### src/rtl/spi_flash_arbiter.sv
// Two-port read arbiter in front of one SPI flash word reader. Keeps a pending
// slot per port and a one-word last-read buffer that serves repeats locally.

module spi_flash_arbiter_port #(
    parameter int ADDR_WIDTH = 20
) (
    input  logic                  clk,
    input  logic                  resetn,
    input  logic                  rstrb_i,
    input  logic [ADDR_WIDTH-1:0] addr_i,
    input  logic                  hit_i,
    input  logic [31:0]           buf_data_i,
    input  logic                  done_i,
    input  logic [31:0]           flash_rdata_i,
    output logic                  pend_o,
    output logic [ADDR_WIDTH-1:0] addr_o,
    output logic [31:0]           rdata_o
);
    logic                  pend_q, pend_d;
    logic [ADDR_WIDTH-1:0] addr_q, addr_d;
    logic [31:0]           rdata_q, rdata_d;

    // A strobe while already pending is dropped; done_i only fires while pending,
    // so capture and completion never collide.
    always_comb begin
        pend_d  = pend_q;
        addr_d  = addr_q;
        rdata_d = rdata_q;
        if (rstrb_i && !pend_q) begin
            if (hit_i) begin
                rdata_d = buf_data_i;
            end else begin
                pend_d = 1'b1;
                addr_d = addr_i;
            end
        end
        if (done_i) begin
            rdata_d = flash_rdata_i;
            pend_d  = 1'b0;
        end
    end

    always_ff @(posedge clk) begin
        if (!resetn) begin
            pend_q  <= 1'b0;
            addr_q  <= '0;
            rdata_q <= '0;
        end else begin
            pend_q  <= pend_d;
            addr_q  <= addr_d;
            rdata_q <= rdata_d;
        end
    end

    assign pend_o  = pend_q;
    assign addr_o  = addr_q;
    assign rdata_o = rdata_q;
endmodule

module spi_flash_arbiter #(
    parameter int ADDR_WIDTH = 20,
    parameter int RR_MODE    = 0,
    parameter int BUF_EN     = 1
) (
    input  logic                  clk,
    input  logic                  resetn,
    input  logic                  p0_rstrb_i,
    input  logic [ADDR_WIDTH-1:0] p0_word_address_i,
    output logic [31:0]           p0_rdata_o,
    output logic                  p0_rbusy_o,
    input  logic                  p1_rstrb_i,
    input  logic [ADDR_WIDTH-1:0] p1_word_address_i,
    output logic [31:0]           p1_rdata_o,
    output logic                  p1_rbusy_o,
    output logic                  flash_rstrb_o,
    output logic [ADDR_WIDTH-1:0] flash_word_address_o,
    input  logic [31:0]           flash_rdata_i,
    input  logic                  flash_rbusy_i
);
    localparam int NUM_PORTS = 2;

    typedef enum logic [1:0] {IDLE, START, WAIT} state_t;

    state_t state_q, state_d;

    logic [NUM_PORTS-1:0]                 rstrb, pend, hit, done;
    logic [NUM_PORTS-1:0][ADDR_WIDTH-1:0] req_addr, lat_addr;
    logic [NUM_PORTS-1:0][31:0]           rdata;

    logic                  sel_q, sel_d;
    logic                  rr_q, rr_d;
    logic                  fstrb_q, fstrb_d;
    logic [ADDR_WIDTH-1:0] faddr_q, faddr_d;
    logic                  buf_vld_q, buf_vld_d;
    logic [ADDR_WIDTH-1:0] buf_tag_q, buf_tag_d;
    logic [31:0]           buf_data_q, buf_data_d;
    logic                  issue, complete, pick;

    assign rstrb    = {p1_rstrb_i, p0_rstrb_i};
    assign req_addr = {p1_word_address_i, p0_word_address_i};

    generate
        for (genvar g = 0; g < NUM_PORTS; g++) begin : g_port
            assign hit[g]  = (BUF_EN != 0) && buf_vld_q && (req_addr[g] == buf_tag_q);
            assign done[g] = complete && (sel_q == 1'(g));

            spi_flash_arbiter_port #(.ADDR_WIDTH(ADDR_WIDTH)) u_port (
                .clk           (clk),
                .resetn        (resetn),
                .rstrb_i       (rstrb[g]),
                .addr_i        (req_addr[g]),
                .hit_i         (hit[g]),
                .buf_data_i    (buf_data_q),
                .done_i        (done[g]),
                .flash_rdata_i (flash_rdata_i),
                .pend_o        (pend[g]),
                .addr_o        (lat_addr[g]),
                .rdata_o       (rdata[g])
            );
        end
    endgenerate

    // Port 1 wins a tie unless round-robin, where the port not served last wins.
    always_comb begin
        pick = pend[1];
        if (pend[0] && pend[1]) begin
            pick = (RR_MODE != 0) ? rr_q : 1'b1;
        end
    end

    always_ff @(posedge clk) begin
        if (!resetn) begin
            state_q    <= IDLE;
            sel_q      <= 1'b0;
            rr_q       <= 1'b0;
            fstrb_q    <= 1'b0;
            faddr_q    <= '0;
            buf_vld_q  <= 1'b0;
            buf_tag_q  <= '0;
            buf_data_q <= '0;
        end else begin
            state_q    <= state_d;
            sel_q      <= sel_d;
            rr_q       <= rr_d;
            fstrb_q    <= fstrb_d;
            faddr_q    <= faddr_d;
            buf_vld_q  <= buf_vld_d;
            buf_tag_q  <= buf_tag_d;
            buf_data_q <= buf_data_d;
        end
    end

    // flash_rbusy is ignored in START: the reader raises it only a cycle after
    // it samples the strobe.
    always_comb begin
        state_d = state_q;
        case (state_q)
            IDLE:    if (|pend && !flash_rbusy_i) state_d = START;
            START:   state_d = WAIT;
            WAIT:    if (!flash_rbusy_i) state_d = IDLE;
            default: state_d = IDLE;
        endcase
    end

    always_comb begin
        issue      = (state_q == IDLE) && |pend && !flash_rbusy_i;
        complete   = (state_q == WAIT) && !flash_rbusy_i;
        sel_d      = sel_q;
        rr_d       = rr_q;
        fstrb_d    = issue;
        faddr_d    = faddr_q;
        buf_vld_d  = buf_vld_q;
        buf_tag_d  = buf_tag_q;
        buf_data_d = buf_data_q;
        if (issue) begin
            sel_d   = pick;
            faddr_d = lat_addr[pick];
        end
        if (complete) begin
            buf_vld_d  = 1'b1;
            buf_tag_d  = faddr_q;
            buf_data_d = flash_rdata_i;
            rr_d       = ~sel_q;
        end
    end

    assign p0_rdata_o           = rdata[0];
    assign p1_rdata_o           = rdata[1];
    assign p0_rbusy_o           = pend[0];
    assign p1_rbusy_o           = pend[1];
    assign flash_rstrb_o        = fstrb_q;
    assign flash_word_address_o = faddr_q;
endmodule
### config.mk
export PLATFORM = sky130hd
export DESIGN_NAME = spi_flash_arbiter
export DESIGN_NICKNAME = d
export VERILOG_FILES = /design/src/rtl/spi_flash_arbiter.sv
export SDC_FILE = /design/constraint.sdc
export NUM_CORES = 1
export LEC_CHECK = 0
export CORE_MARGIN = 2
export CORE_UTILIZATION = 39
export DETAILED_ROUTE_END_ITERATION = 6
export PLACE_DENSITY = 0.66
export RECOVER_POWER = 25
export SLEW_MARGIN = 40
export SYNTH_ARGS = -nofsm -noshare
export SYNTH_HDL_FRONTEND = slang
export SYNTH_SLANG_ARGS = --single-unit
### constraint.sdc
create_clock -name clk -period 1.77 [get_ports clk]
set_clock_uncertainty 0.15 [all_clocks]
set_input_delay 0.354 -clock clk [delete_from_list [all_inputs] [get_ports clk]]
set_output_delay 0.354 -clock clk [all_outputs]
set_load 0.005 [all_outputs]
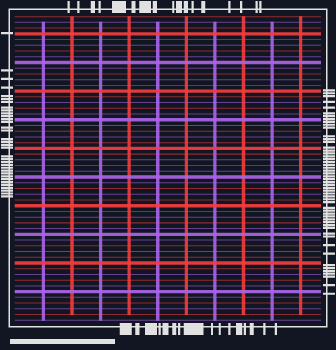
**Above:** supply network.
Scale bar: 50 um. Pins as bars on the die edge.
legend:
  red:
    net: VDD
  purple:
    net: VSS
signal pins: 164
met1 rails: 54
rows: 53

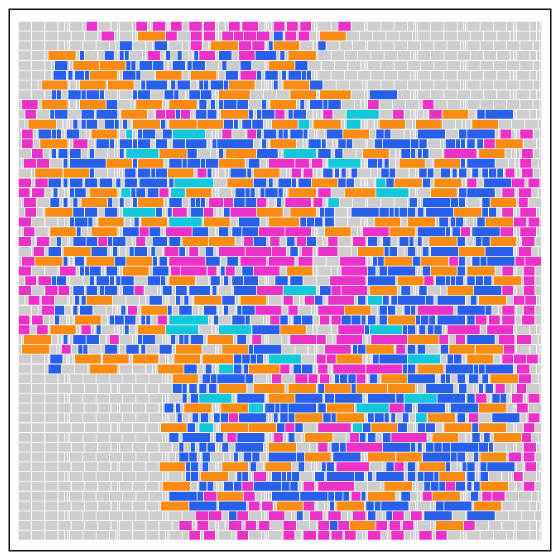
**Above:** placement by cell class.
Fill, decap, tap and diode cells in gray.
legend:
  blue:
    class: all other logic
    cells: 673
    share_of_their_area: 41%
  magenta:
    class: other buffers and delay cells
    cells: 286
    share_of_their_area: 24%
  cyan:
    class: clock drivers and dummy loads
    cells: 32
    share_of_their_area: 4.8%
  orange:
    class: flip-flops
    cells: 183
    share_of_their_area: 30%

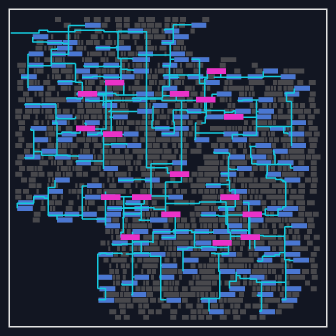
**Above:** clock network drawn from the DEF.
legend:
  blue:
    item: flip-flops
    count: 183
  magenta:
    item: cells driving clock nets
    count: 17
  cyan:
    item: clock wires
    length: 2250 um
routed clock nets: 18

==> reports/results.tsv <==
stage	metric	value	unit
cts	CTS H-tree lvls	4	
detailed_routing	Detailed Route Iter0 Violations	573	
power	Clk pwr share	41.1	%
synth	synthesized instance count	961	
min_path	min-delay src	p0_word_address_i[2]	
global_route	Global Route Usage Sum	25.57	%
final_timing	clock period minus worst slack	2.126	ns
global_route	initial antenna violation count	0	
cells_and_area	logic share of the area	40.11	%
cells_and_area	most frequent cells in the layout	nand2_1, dfxtp_1, dlygate4sd2_1	
synth	main logic family after synthesis	AND-OR/OR-AND gates	
final_timing	Final Slew Violations	0	
cells_and_area	share of layout cells above drive strength 1	28.02	%
cells_and_area	# nets final	1238	
cells_and_area	buffering overhead	23.53	%
power	switch share	27.30	%
final_timing	Final WS setup	-0.3562	ns
status	failing checks	negative setup slack	
job	tally of OpenROAD warnings	29	
final_timing	endpoints failing setup	106	
worst_setup_path	crit path max fanout	8	
cells_and_area	invs w/o clock	0	
synth	Adder Share, Synth	0	%
detailed_routing	Max Used Layer	met4	
synth	Avg Cell Area, Syn	8.654	um^2
synth	Yosys chip area	8317	um^2
status	outcome	complete, but fails checks	
global_route	M1 GR Usage	33.92	%
floorplanning	Die Size	22510	um^2
synth	yosys simple share	16.40	%
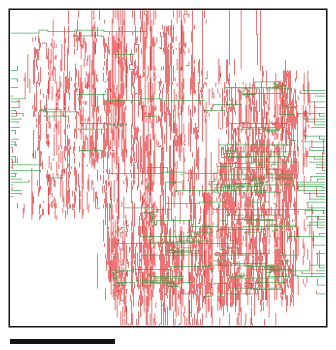
**Above:** signal wires by layer.
Scale bar: 50 um. Two of the layers only.
legend:
  green:
    layer: met3
    wire_length: 2430 um
  red:
    layer: met2
    wire_length: 14600 um

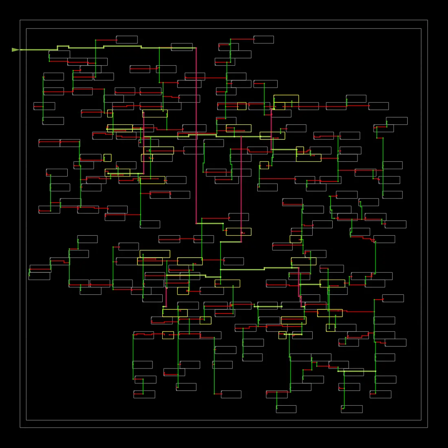
**Above:** clock wiring as the flow saved it.
clk ins delay skew pair: 0.43 ns
clock buf count: 17
Num CTS Buffers: 17
registers: 183
clk sink count: 183

## synthesized netlist by cell type (all sizes together)
library cell | instances | area share (%)
a21boi | 53 | 4.8
and2 | 3 | 0.23
buf | 29 | 2.3
a31oi | 64 | 4.8
o31ai | 64 | 5.8
nand4 | 66 | 5.0
and3 | 2 | 0.15
dfxtp | 183 | 44
nand2b | 4 | 0.30
nand3 | 2 | 0.12
o21a | 1 | 0.090
xnor2 | 2 | 0.21
nor2 | 2 | 0.090
nand3b | 1 | 0.090
nand2 | 206 | 9.3
clkbuf | 76 | 3.4
o211a | 22 | 2.6
nor2b | 3 | 0.23
a21oi | 2 | 0.21
o21ai | 65 | 3.9
nor3 | 2 | 0.12
xor2 | 38 | 4.0
mux2i | 61 | 7.3
nor4 | 8 | 0.60
and4 | 2 | 0.21
Power figures rest on the tool's default switching activity, not on a simulated workload.
